[src/rtl/mcp3008_pkg.sv]
// Shared constants and FSM state encoding for the MCP3008 responder.
package mcp3008_pkg;

    localparam int CMD_BITS    = 4;
    localparam int DATA_BITS   = 10;
    localparam int NUM_CH      = 8;
    localparam int CH_IDX_BITS = $clog2(NUM_CH);

    typedef enum logic [2:0] {
        IDLE       = 3'd0,
        WAIT_START = 3'd1,
        CMD        = 3'd2,
        NULL       = 3'd3,
        DATA       = 3'd4,
        TRAIL      = 3'd5
    } state_t;

endpackage

[src/rtl/mcp3008_responder_sync_edge.sv]
// Multi-flop synchronizer for one asynchronous SPI line, with rise/fall
// strobes taken on the synchronized value.
module spi_sync_edge #(
    parameter int   STAGES    = 2,
    parameter logic RESET_VAL = 1'b0
) (
    input  logic clk,
    input  logic rst_n,
    input  logic din,
    output logic q,
    output logic rise,
    output logic fall
);

    logic [STAGES-1:0] sync_q;
    logic              prev_q;

    always_ff @(posedge clk or negedge rst_n) begin
        if (!rst_n) begin
            sync_q <= {STAGES{RESET_VAL}};
            prev_q <= RESET_VAL;
        end else begin
            sync_q[0] <= din;
            for (int i = 1; i < STAGES; i++) begin
                sync_q[i] <= sync_q[i-1];
            end
            prev_q <= sync_q[STAGES-1];
        end
    end

    assign q    = sync_q[STAGES-1];
    assign rise = q & ~prev_q;
    assign fall = ~q & prev_q;

endmodule

[src/rtl/mcp3008_responder.sv]
// SPI responder emulating an MCP3008 ADC: decodes the start/command bits and
// shifts back a null bit plus a 10-bit single-ended or saturated differential result.
//
//   state      | meaning
//   -----------+-----------------------------------------------------------
//   IDLE       | CS high (or not yet armed); MISO undriven
//   WAIT_START | CS low, skipping leading 0s on MOSI until the start bit
//   CMD        | shifting in SGL/DIFF, D2, D1, D0 on SCLK rising edges
//   NULL       | command captured; next SCLK fall drives the null bit
//   DATA       | driving result B9..B0 on SCLK falling edges
//   TRAIL      | result done; drive 0 until CS rises
module mcp3008_responder
    import mcp3008_pkg::*;
#(
    parameter int SYNC_STAGES = 2,
    parameter int DATA_BITS   = 10
) (
    input  logic                          clk,
    input  logic                          rst_n,
    input  logic                          spi_CLK,
    input  logic                          spi_MOSI,
    input  logic                          mcp_CS,
    input  logic [NUM_CH*DATA_BITS-1:0]   ch_data,
    output logic                          spi_MISO,
    output logic                          spi_MISO_oe,
    output logic                          cmd_valid,
    output logic                          cmd_single,
    output logic [CH_IDX_BITS-1:0]        cmd_channel,
    output logic                          xfer_done,
    output logic                          xfer_abort
);

    localparam int CNT_W = $clog2((DATA_BITS > CMD_BITS) ? DATA_BITS : CMD_BITS);
    localparam int SET_W = $clog2(SYNC_STAGES + 1);

    state_t state, state_nxt;

    logic sclk_q_unused, sclk_rise, sclk_fall;
    logic mosi_q, mosi_rise_unused, mosi_fall_unused;
    logic cs_q, cs_rise, cs_fall;

    logic [CNT_W-1:0]      bit_cnt;
    logic [CMD_BITS-2:0]   cmd_sr;
    logic [DATA_BITS-1:0]  result_sr;
    logic [SET_W-1:0]      settle_cnt;
    logic                  cs_armed;

    logic cnt_load_cmd, cnt_load_data, cnt_dec;
    logic cmd_shift, cmd_capture, data_shift;
    logic miso_nxt, done_nxt, abort_nxt;

    logic [CH_IDX_BITS-1:0] sel_ch, neg_ch;
    logic [DATA_BITS-1:0]   in_pos, in_neg, result_nxt;

    spi_sync_edge #(.STAGES(SYNC_STAGES), .RESET_VAL(1'b0)) u_sync_sclk (
        .clk  (clk),
        .rst_n(rst_n),
        .din  (spi_CLK),
        .q    (sclk_q_unused),
        .rise (sclk_rise),
        .fall (sclk_fall)
    );

    spi_sync_edge #(.STAGES(SYNC_STAGES), .RESET_VAL(1'b0)) u_sync_mosi (
        .clk  (clk),
        .rst_n(rst_n),
        .din  (spi_MOSI),
        .q    (mosi_q),
        .rise (mosi_rise_unused),
        .fall (mosi_fall_unused)
    );

    spi_sync_edge #(.STAGES(SYNC_STAGES), .RESET_VAL(1'b1)) u_sync_cs (
        .clk  (clk),
        .rst_n(rst_n),
        .din  (mcp_CS),
        .q    (cs_q),
        .rise (cs_rise),
        .fall (cs_fall)
    );

    // D0 is still on mosi_q in the capture cycle; the other fields are in cmd_sr.
    assign sel_ch = {cmd_sr[CMD_BITS-3:0], mosi_q};
    assign neg_ch = {sel_ch[CH_IDX_BITS-1:1], ~sel_ch[0]};
    assign in_pos = ch_data[int'(sel_ch)*DATA_BITS +: DATA_BITS];
    assign in_neg = ch_data[int'(neg_ch)*DATA_BITS +: DATA_BITS];

    always_comb begin
        result_nxt = '0;
        if (cmd_sr[CMD_BITS-2]) begin
            result_nxt = in_pos;
        end else if (in_pos >= in_neg) begin
            result_nxt = in_pos - in_neg;
        end
    end

    always_ff @(posedge clk or negedge rst_n) begin
        if (!rst_n) begin
            state <= IDLE;
        end else begin
            state <= state_nxt;
        end
    end

    always_comb begin
        state_nxt = state;
        if (cs_rise) begin
            state_nxt = IDLE;
        end else begin
            case (state)
                IDLE:       if (cs_fall && cs_armed)            state_nxt = WAIT_START;
                WAIT_START: if (sclk_rise && mosi_q)            state_nxt = CMD;
                CMD:        if (sclk_rise && bit_cnt == '0)     state_nxt = NULL;
                NULL:       if (sclk_fall)                      state_nxt = DATA;
                DATA:       if (sclk_fall && bit_cnt == '0)     state_nxt = TRAIL;
                TRAIL:      state_nxt = TRAIL;
                default:    state_nxt = IDLE;
            endcase
        end
    end

    always_comb begin
        cnt_load_cmd  = 1'b0;
        cnt_load_data = 1'b0;
        cnt_dec       = 1'b0;
        cmd_shift     = 1'b0;
        cmd_capture   = 1'b0;
        data_shift    = 1'b0;
        miso_nxt      = spi_MISO;
        done_nxt      = 1'b0;
        abort_nxt     = 1'b0;
        if (cs_rise) begin
            miso_nxt  = 1'b0;
            done_nxt  = (state == TRAIL);
            abort_nxt = (state inside {CMD, NULL, DATA});
        end else begin
            case (state)
                IDLE: miso_nxt = 1'b0;
                WAIT_START: begin
                    if (sclk_rise && mosi_q) cnt_load_cmd = 1'b1;
                end
                CMD: begin
                    if (sclk_rise) begin
                        if (bit_cnt == '0) begin
                            cmd_capture = 1'b1;
                        end else begin
                            cmd_shift = 1'b1;
                            cnt_dec   = 1'b1;
                        end
                    end
                end
                NULL: begin
                    if (sclk_fall) begin
                        miso_nxt      = 1'b0;
                        cnt_load_data = 1'b1;
                    end
                end
                DATA: begin
                    if (sclk_fall) begin
                        miso_nxt   = result_sr[DATA_BITS-1];
                        data_shift = 1'b1;
                        cnt_dec    = (bit_cnt != '0);
                    end
                end
                TRAIL: begin
                    if (sclk_fall) miso_nxt = 1'b0;
                end
                default: miso_nxt = 1'b0;
            endcase
        end
    end

    always_ff @(posedge clk or negedge rst_n) begin
        if (!rst_n) begin
            bit_cnt     <= '0;
            cmd_sr      <= '0;
            result_sr   <= '0;
            spi_MISO    <= 1'b0;
            cmd_valid   <= 1'b0;
            cmd_single  <= 1'b0;
            cmd_channel <= '0;
            xfer_done   <= 1'b0;
            xfer_abort  <= 1'b0;
        end else begin
            spi_MISO   <= miso_nxt;
            cmd_valid  <= cmd_capture;
            xfer_done  <= done_nxt;
            xfer_abort <= abort_nxt;
            if (cnt_load_cmd) begin
                bit_cnt <= CNT_W'(CMD_BITS - 1);
            end else if (cnt_load_data) begin
                bit_cnt <= CNT_W'(DATA_BITS - 1);
            end else if (cnt_dec) begin
                bit_cnt <= bit_cnt - CNT_W'(1);
            end
            if (cmd_shift) begin
                cmd_sr <= {cmd_sr[CMD_BITS-3:0], mosi_q};
            end
            if (cmd_capture) begin
                cmd_single  <= cmd_sr[CMD_BITS-2];
                cmd_channel <= sel_ch;
                result_sr   <= result_nxt;
            end else if (data_shift) begin
                result_sr <= {result_sr[DATA_BITS-2:0], 1'b0};
            end
        end
    end

    // The CS synchronizer comes out of reset reading "high" regardless of the
    // pin, so a CS held low across reset would look like a fresh falling edge.
    // Only accept a start once the chain holds real samples showing CS high.
    always_ff @(posedge clk or negedge rst_n) begin
        if (!rst_n) begin
            settle_cnt <= SET_W'(SYNC_STAGES);
            cs_armed   <= 1'b0;
        end else begin
            if (settle_cnt != '0) begin
                settle_cnt <= settle_cnt - SET_W'(1);
            end
            if (!cs_armed && cs_q && settle_cnt == '0) begin
                cs_armed <= 1'b1;
            end
        end
    end

    assign spi_MISO_oe = (state != IDLE) && !cs_q;

endmodule
[config.mk]
export PLATFORM = sky130hd
export DESIGN_NAME = mcp3008_responder
export DESIGN_NICKNAME = d
export VERILOG_FILES = /design/src/rtl/mcp3008_pkg.sv /design/src/rtl/mcp3008_responder_sync_edge.sv /design/src/rtl/mcp3008_responder.sv
export SDC_FILE = /design/constraint.sdc
export NUM_CORES = 1
export LEC_CHECK = 0
export CORE_ASPECT_RATIO = 2
export CORE_UTILIZATION = 48
export CTS_CLUSTER_DIAMETER = 80
export DETAILED_ROUTE_END_ITERATION = 6
export PLACE_DENSITY_LB_ADDON = 0.2
export REMOVE_ABC_BUFFERS = 1
export SLEW_MARGIN = 20
export SYNTH_ARGS = -nofsm -noshare
export SYNTH_HDL_FRONTEND = slang
export SYNTH_SLANG_ARGS = --single-unit
[constraint.sdc]
create_clock -name clk -period 3.9 [get_ports clk]
set_clock_uncertainty 0.1 [all_clocks]
set_input_delay 0.78 -clock clk [delete_from_list [all_inputs] [get_ports clk]]
set_output_delay 0.78 -clock clk [all_outputs]
set_load 0.005 [all_outputs]
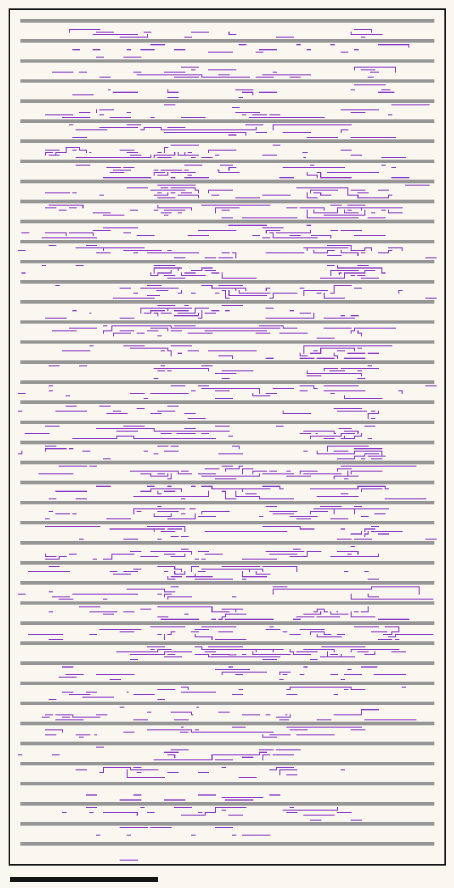
*Met1 routing, run 1*
Scale bar: 20 um. Supply wires on this layer in grey.
wire length on this layer: 2320 um
share of all routed wire: 33%

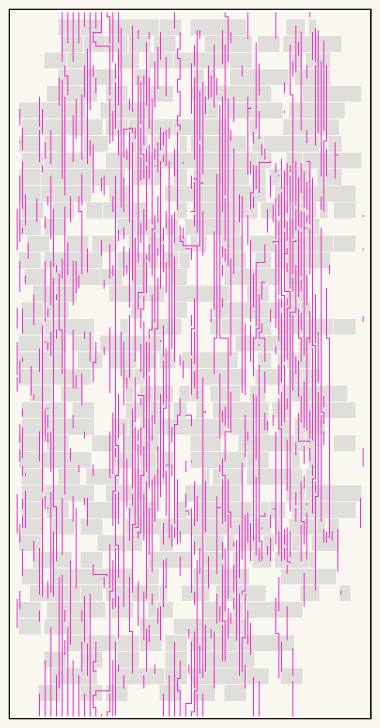
*Signal wires on met2, run 1*
share of all routed wire: 62%
wire length on this layer: 4400 um
longest straight run: 61.5 um
main direction: vertical
nets with wire on the layer: 428

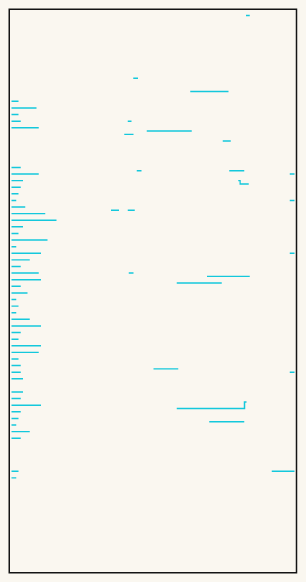
*M3 wires, run 1*
share of all routed wire: 3.0%
main direction: horizontal

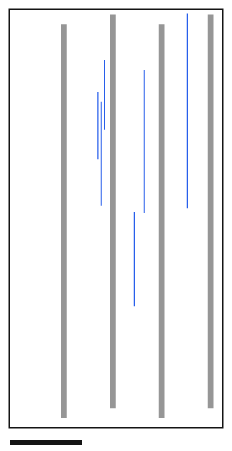
*Metal 4, run 1*
Scale bar: 20 um. Supply wires on this layer in grey.
nets with wire on the layer: 5
wire length on this layer: 185 um
share of all routed wire: 2.6%
main direction: vertical

==> flow_metrics.py, run 1 <==
# Auto-generated metrics
metrics = {
    "final_layout": {
        "final_core_util_pct": 68.2,
        "nets": 477,
        "logic_area_mm2": 0.00196,
        "diodes": 0,
        "seq_area_um2": 981,
    },
    "final_timing": {
        "slew_headroom_pct": 39.3,
        "drv_slew": 0,
        "finalHoldViolCount": 0,
        "rsz0062_at_grt": "no",
        "max_slew.worst_pin.slew_ns": 0.910,
        "min_period_ns": 3.56,
        "setup_ws_ns": 0.339,
        "fmax_mhz": 281,
    },
    "detailed_routing": {
        "final_antenna_net_count": 0,
        "drtPass1Iterations": 4,
        "drtIter0Drc": 124,
        "drt_drc_violations_left": 0,
    },
    "place": {
        "hpwl_um": 5780,
        "pre_cts_slack_ns": 0.0696,
    },
    "floorplan": {
        "fp.dieH_um": 116,
        "chipArea_mm2": 0.00681,
        "fp-utilization_pct": 49.6,
    },
    "synthesis": {
        "yosys_area_mm2": 0.00310,
        "topCellsByArea": "dfrtp_1 (28%), mux4_2 (12%), mux2i_1 (7.1%)",
        "syn-cell-area_mm2": 0.00310,
        "synth_warnings": 0,
        "yosysCellCount": 288,
        "ys_seq_share_pct": 31.6,
        "syn_avg_cell_area_um2": 10.8,
        "top_cell_area_share_pct": 28.2,
        "async_flop_share_pct": 100,
        "yosysTopAreaCell": "dfrtp_1",
    },
    "clock_tree": {
        "clkLatencyLatePin_ns": 0.28,
        "hold_buffers": 0,
        "postCtsSetupBuffers": 0,
    },
    "global_route": {
        "grt_max_degree": 40,
        "antenna_found_initial": 0,
    },
    "power": {
        "ir_drop_mv": 0.260,
        "total_power_uw": 2130,
    },
    "hold_path": {
        "worstHoldStart": "u_sync_sclk.sync_q[0]",
        "hold_depth": 0,
        "hold_path_end": "u_sync_sclk.sync_q[1]",
    },
    "worst_setup_path": {
        "crit_family": "AND-OR/OR-AND gates",
        "cp.arrival_ns": 3.61,
        "endpoint": "result_sr[3]",
        "cp_data_required_time_ns": 3.95,
        "crit-reg2reg-launch": "cmd_sr[0]",
        "critPathLaunch": "cmd_sr[0]",
        "critPathBufInv": 1,
        "cp_cell_sequence": "buf_4 > mux4_2 > mux2_4 > ha_1 > o21a_1 > o31a_1 > o21ai_1 > nand2b_1 > o21ai_2 > o31ai_1",
    },
    "run_status": {
        "outcome": "completed",
    },
}
run 1: stage by stage:
stage | cells | hold slack [ns] | instance area (um2)
2_1_floorplan | 269 | 0.231 | 2980
6_report | 466 | 0.248 | 4270
3_3_place_gp | 458 | 0.233 | 4090
4_1_cts | 466 | 0.251 | 4270
3_5_place_dp | 458 | 0.237 | 4090
5_1_grt | 466 | 0.262 | 4270
run 1: cells by family after synthesis:
logic type	count (synthesis)	synth area share, %
AOI/OAI and AO/OA	69	14.0
xor gates and xnor gates	7	1.98
adders and majority gates	13	5.48
buffers and inverters	31	5.48
DFF	39	31.6
muxes	58	29.1
and+or+nand+nor	71	12.3
run 1: cells in the final DEF (no fill, tap or decap), types with 5 or more instances in the layout:
master / netlist / layout
buf_4: 2 / 10
mux4_2: 17 / 17
a31oi_1: 10 / 10
clkdlybuf4s50_1: 0 / 92
o21ai_0: 13 / 13
nor3_1: 8 / 8
nand2b_1: 5 / 5
dfrtp_1: 35 / 35
nor2_1: 21 / 21
mux2i_1: 22 / 22
mux4_1: 5 / 5
o21ai_1: 13 / 13
a21oi_1: 8 / 8
ha_1: 12 / 12
clkbuf_16: 0 / 5
mux2_2: 8 / 8
inv_1: 12 / 12
nand2_1: 12 / 12
run 1: layout make-up:
cell class / count / area share [%]
Multi-Input combinational cell: 218 / 45.9
Timing Repair Buffer: 103 / 23.4
Sequential cell: 39 / 23.0
Clock buffer: 6 / 3.25
Tap cell: 86 / 2.52
Inverter: 12 / 1.05
Clock inverter: 2 / 0.908
run 1: power breakdown:
part,switching [uW],leakage [uW],internal (uW)
Clock,165,0.0000875,321
Combinational,520,0.00113,602
Sequential,78.2,0.000493,443
Total,763,0.00171,1370
run 1: routing by layer:
layer,wire length [um],global-route usage (%)
met5,0,0
met4,184,10.8
met3,215,3.13
met2,4400,47.3
met1,2320,21.6
==> run 1 -> run 2 <==
Settings changed: ABC_CLOCK_PERIOD_IN_PS set to 3900, SLEW_MARGIN 20 to 5.
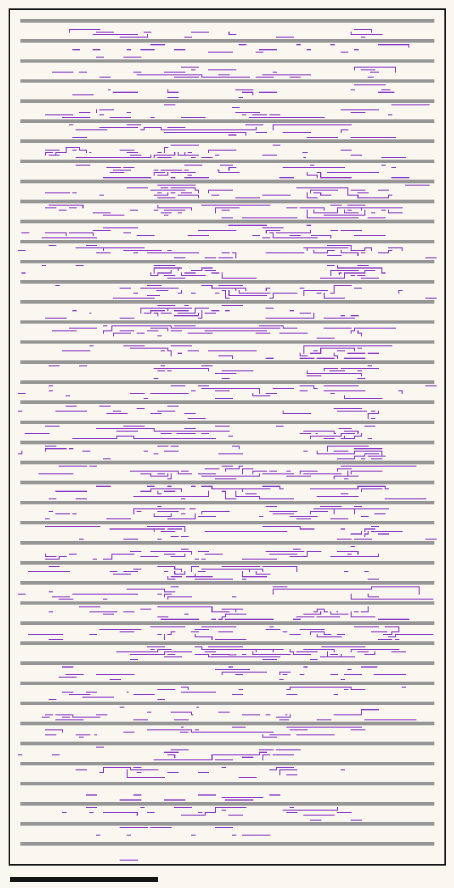
*Met1 routing, run 2*
Scale bar: 20 um. Supply wires on this layer in grey.
longest straight run: 14.7 um
wire length on this layer: 2320 um
nets with wire on the layer: 417
share of all routed wire: 33%
main direction: horizontal

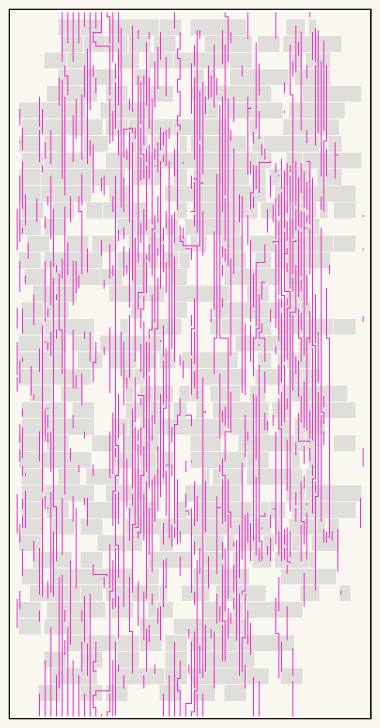
*Signal wires on met2, run 2*
nets with wire on the layer: 428
wire length on this layer: 4400 um
share of all routed wire: 62%
main direction: vertical
longest straight run: 61.5 um

==> run 2 against run 1 <==
Compared with the run above: hold slack stayed put; sequential share of layout area stayed put; global-route usage stayed put; non-clock buffer count stayed put; clock power hardly changed; critical endpoint unchanged; die area stayed put.
==> flow_metrics.py, run 2 <==
# Auto-generated metrics
metrics = {
    "run_status": {
        "outcome": "completed",
    },
    "place": {
        "placed_cells": 458,
        "hpwl_um": 5780,
    },
    "synthesis": {
        "ys_seq_share_pct": 31.6,
        "syn_avg_cell_area_um2": 10.8,
        "topCellsByArea": "dfrtp_1 (28%), mux4_2 (12%), mux2i_1 (7.1%)",
        "yosysTopAreaCell": "dfrtp_1",
        "yosys_area_mm2": 0.00310,
        "top_cell_area_share_pct": 28.2,
        "async_flop_share_pct": 100,
        "syn-cell-area_mm2": 0.00310,
        "synth_warnings": 0,
    },
    "final_timing": {
        "finalHoldViolCount": 0,
        "fmax_mhz": 281,
        "slew_headroom_pct": 39.3,
        "drv_slew": 0,
        "max_slew.worst_pin.slew_ns": 0.910,
    },
    "power": {
        "pg_comb_uw": 1120,
        "combPwrFrac_pct": 52.7,
        "maxPowerGroup": "combinational logic",
        "p_sw_uw": 763,
        "clock_power_uw": 486,
        "seq-power_uw": 521,
        "ir_drop_mv": 0.260,
        "switching_share_pct": 35.8,
        "seqPwrFrac_pct": 24.5,
    },
    "detailed_routing": {
        "top_layer_used": "met4",
        "wl_met3_um": 215,
        "drtIter0Drc": 124,
        "final_antenna_net_count": 0,
        "drt_drc_violations_left": 0,
        "drtPass1Iterations": 4,
    },
    "clock_tree": {
        "hold_buffers": 0,
        "clkLatencyLatePin_ns": 0.28,
    },
    "worst_setup_path": {
        "cp_data_required_time_ns": 3.95,
        "crit_family": "AND-OR/OR-AND gates",
        "critPathBufInv": 1,
        "cp.arrival_ns": 3.61,
    },
    "final_layout": {
        "mostFrequentLayoutCells": "clkdlybuf4s50_1 (92), dfrtp_1 (35), mux2i_1 (22)",
        "seq_area_um2": 981,
        "final_core_util_pct": 68.2,
        "final_cells": 466,
        "logic_area_mm2": 0.00196,
        "diodes": 0,
    },
    "floorplan": {
        "fp-utilization_pct": 49.6,
    },
    "global_route": {
        "grt_pass1_wl_um": 12100,
        "grt_max_degree": 40,
    },
}
[run 2: cell counts in the layout (fill, tap and decap cells not counted)]
Identical to the previous run, type by type.
[run 2: layer usage]
| layer | up-vias | track usage (%) |
|---|---|---|
| met4 | 0 | 10.8 |
| met5 | - | 0 |
| met2 | 76 | 47.3 |
| met3 | 14 | 3.13 |
| met1 | 1303 | 21.6 |
| li1 | 1277 | - |
[run 2: logic make-up after synthesis]
kind of cell / synth area share [%]
AOI/OAI and AO/OA: 14.0
xor gates and xnor gates: 1.98
adders and majority gates: 5.48
buffers and inverters: 5.48
DFF: 31.6
muxes: 29.1
and+or+nand+nor: 12.3
[run 2: final cells by class]
type	count	area share, %
clock buffers	6	3.25
multi-input cells	218	45.9
flip-flops and latches	39	23.0
well taps	86	2.52
inverters	12	1.05
repair buffers	103	23.4
clock inverters	2	0.908
[run 2: through the flow]
step | total power, uW | hold slack, ns | instance area, um2 | setup WS [ns]
2_1_floorplan | 1320 | 0.231 | 2980 | 0.285
3_3_place_gp | 1620 | 0.233 | 4090 | 0.122
3_5_place_dp | 1650 | 0.237 | 4090 | 0.0696
4_1_cts | 2140 | 0.251 | 4270 | 0.293
5_1_grt | 2300 | 0.262 | 4270 | 0.0999
6_report | 2130 | 0.248 | 4270 | 0.339
[run 2: path summary, 6_finish.rpt]
check / from / endpoint / slack (ns) / depth (start not counted)
min: u_sync_sclk.sync_q[0] / u_sync_sclk.sync_q[1] / 0.25 / 0
max: cmd_sr[0] / result_sr[3] / 0.34 / 10
min reg2reg: u_sync_sclk.sync_q[0] / u_sync_sclk.sync_q[1] / 0.25 / 0
max in group asynchronous: rst_n / settle_cnt[0] / 2.65 / 1
min in group asynchronous: rst_n / cmd_channel[0] / 0.50 / 1
max reg2reg: cmd_sr[0] / result_sr[3] / 0.34 / 10
### Congestion heat map, run 2

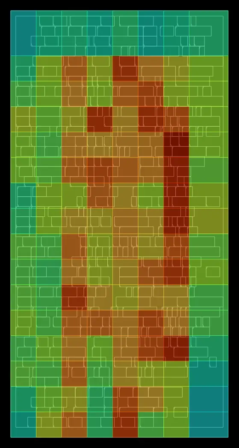

==> run 2 -> run 3 <==
Settings changed: PLACE_DENSITY set to 0.82, PLACE_DENSITY_LB_ADDON 0.2 to unset, SLEW_MARGIN 5 to unset.
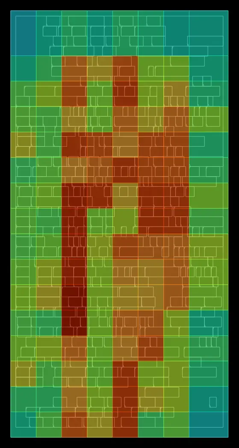
*Congestion heat map, run 3*
GR Util met3: 2.34%
GR Layer Usage met1: 22.9%
Global Route Usage Sum: 23.3%
routed length per instance: 15.2 um
GR Layer Usage met2: 45.7%

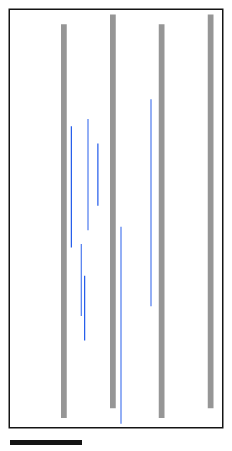
*Metal 4, run 3*
Scale bar: 20 um. Supply wires on this layer in grey.
wire length on this layer: 230 um
share of all routed wire: 3.3%
nets with wire on the layer: 7
main direction: vertical

==> run 3 against run 2 <==
Compared with the run above: setup slack worse by 0.062 ns; via count is 0.19% higher; fmax is 1.7% lower; count of clock-buffer cells in the layout grew 2; synthesized cell count unchanged; cell count fell by 0.21%; die area unchanged; combinational power about the same; global-route usage is 0.15 points lower; sequential cell count unchanged.
==> flow_metrics.py, run 3 <==
# Auto-generated metrics
metrics = {
    "run_status": {
        "outcome": "completed",
    },
    "synthesis": {
        "yosys_area_mm2": 0.00310,
        "topCellsByArea": "dfrtp_1 (28%), mux4_2 (12%), mux2i_1 (7.1%)",
        "top_cell_area_share_pct": 28.2,
        "synth_warnings": 0,
        "async_flop_share_pct": 100,
        "syn_avg_cell_area_um2": 10.8,
        "ys_seq_share_pct": 31.6,
        "synth-edff-count": 0,
        "yosysCellCount": 288,
        "syn-cell-area_mm2": 0.00310,
        "yosysTopAreaCell": "dfrtp_1",
    },
    "worst_setup_path": {
        "cp_cell_sequence": "clkdlybuf4s50_1 > mux4_1 > mux2_2 > ha_1 > nor2b_1 > o31a_1 > o21ai_1 > nand2b_1 > o21ai_2 > o21ai_1",
        "crit_family": "AND-OR/OR-AND gates",
        "cp.arrival_ns": 3.67,
        "cp_data_required_time_ns": 3.95,
        "critPathBufInv": 1,
    },
    "final_layout": {
        "final_cells": 465,
        "final_core_util_pct": 67.8,
        "mostFrequentLayoutCells": "clkdlybuf4s50_1 (92), dfrtp_1 (35), mux2i_1 (22)",
        "diodes": 0,
        "final_area_mm2": 0.00424,
        "nets": 476,
        "layout_top_cell": "clkdlybuf4s50_1",
        "largest-register": "result_sr",
    },
    "place": {
        "place_congestion": 0.905,
        "hpwl_um": 5780,
        "placed_cells": 457,
        "pre_cts_slack_ns": -0.00413,
        "placedInstanceArea_mm2": 0.00409,
    },
    "final_timing": {
        "fmax_mhz": 276,
        "drv_slew": 0,
        "hold_ws_ns": 0.249,
        "rsz0062_at_grt": "no",
        "slew_headroom_pct": 40.1,
        "finalHoldViolCount": 0,
        "min_period_ns": 3.62,
        "setup_ws_ns": 0.277,
        "max_slew.worst_pin.slew_ns": 0.899,
    },
    "detailed_routing": {
        "routed_wl_um": 7060,
        "drtIter0Drc": 126,
        "final_antenna_net_count": 0,
        "drtPass1Iterations": 4,
        "drt_drc_violations_left": 0,
    },
    "floorplan": {
        "chipArea_mm2": 0.00681,
        "fp-utilization_pct": 49.6,
        "fp.dieH_um": 116,
    },
    "power": {
        "p_sw_uw": 748,
        "maxPowerGroup": "combinational logic",
        "ir_drop_mv": 0.298,
        "seq-power_uw": 519,
        "clock_power_uw": 426,
        "switching_share_pct": 36.4,
        "p_int_uw": 1310,
        "p_clk_share_pct": 20.7,
        "pg_comb_uw": 1110,
        "combPwrFrac_pct": 54.1,
        "seqPwrFrac_pct": 25.2,
    },
    "global_route": {
        "antenna_found_initial": 0,
        "grt_pass1_wl_um": 12200,
        "grt_max_degree": 40,
    },
    "clock_tree": {
        "clkLatencyLatePin_ns": 0.28,
        "hold_buffers": 0,
        "postCtsSetupBuffers": 0,
    },
}
==> run 3: routing by layer <==
metal / wire length (um) / up-vias / share of wire (%) / track usage [%]
met1: 2350 / 1287 / 33 / 22.9
met2: 4220 / 87 / 60 / 45.7
met4: 229 / 0 / 3.2 / 11.4
met3: 254 / 17 / 3.6 / 2.34
met5: 0 / - / 0 / 0
li1: - / 1284 / - / -
==> run 3: worst paths after layout <==
kind	endpoint	from	slack (ns)	depth (start not counted)
worst max-delay path	result_sr[6]	ch_data[32]	0.28	10
worst min-delay path	u_sync_mosi.sync_q[1]	u_sync_mosi.sync_q[0]	0.25	0
worst max register to register	result_sr[6]	cmd_sr[0]	0.32	9
worst min register to register	u_sync_mosi.sync_q[1]	u_sync_mosi.sync_q[0]	0.25	0
max in group asynchronous	cs_armed	rst_n	2.66	1
min in group asynchronous	settle_cnt[0]	rst_n	0.50	1
==> run 3: metrics by stage <==
stage / power (uW) / TNS, ns
after floorplan: 1320 / 0
after global placement: 1610 / 0
after detailed placement: 1640 / -0.00781
after CTS: 2070 / 0
after global routing: 2230 / 0
final: 2060 / 0
==> run 3: layout make-up <==
| type | instances | area (um2) | area share (%) |
|---|---|---|---|
| timing repair buffer | 102 | 993 | 23.4 |
| sequential | 39 | 981 | 23.1 |
| clock buffer | 8 | 156 | 3.69 |
| tap | 86 | 108 | 2.54 |
| inverter | 12 | 45.0 | 1.06 |
| multi-input combinational | 218 | 1960 | 46.2 |
==> run 3: kinds of logic (layout without fill, tap and decap cells) <==
logic type	Yosys count	in the layout	share of synthesized area (%)
AOI/OAI and AO/OA	69	69	14.0
xor gates and xnor gates	7	7	1.98
adders and majority gates	13	13	5.48
buffers and inverters	31	122	5.48
DFF	39	39	31.6
muxes	58	58	29.1
and+or+nand+nor	71	71	12.3
Power and IR drop assume default switching activity.
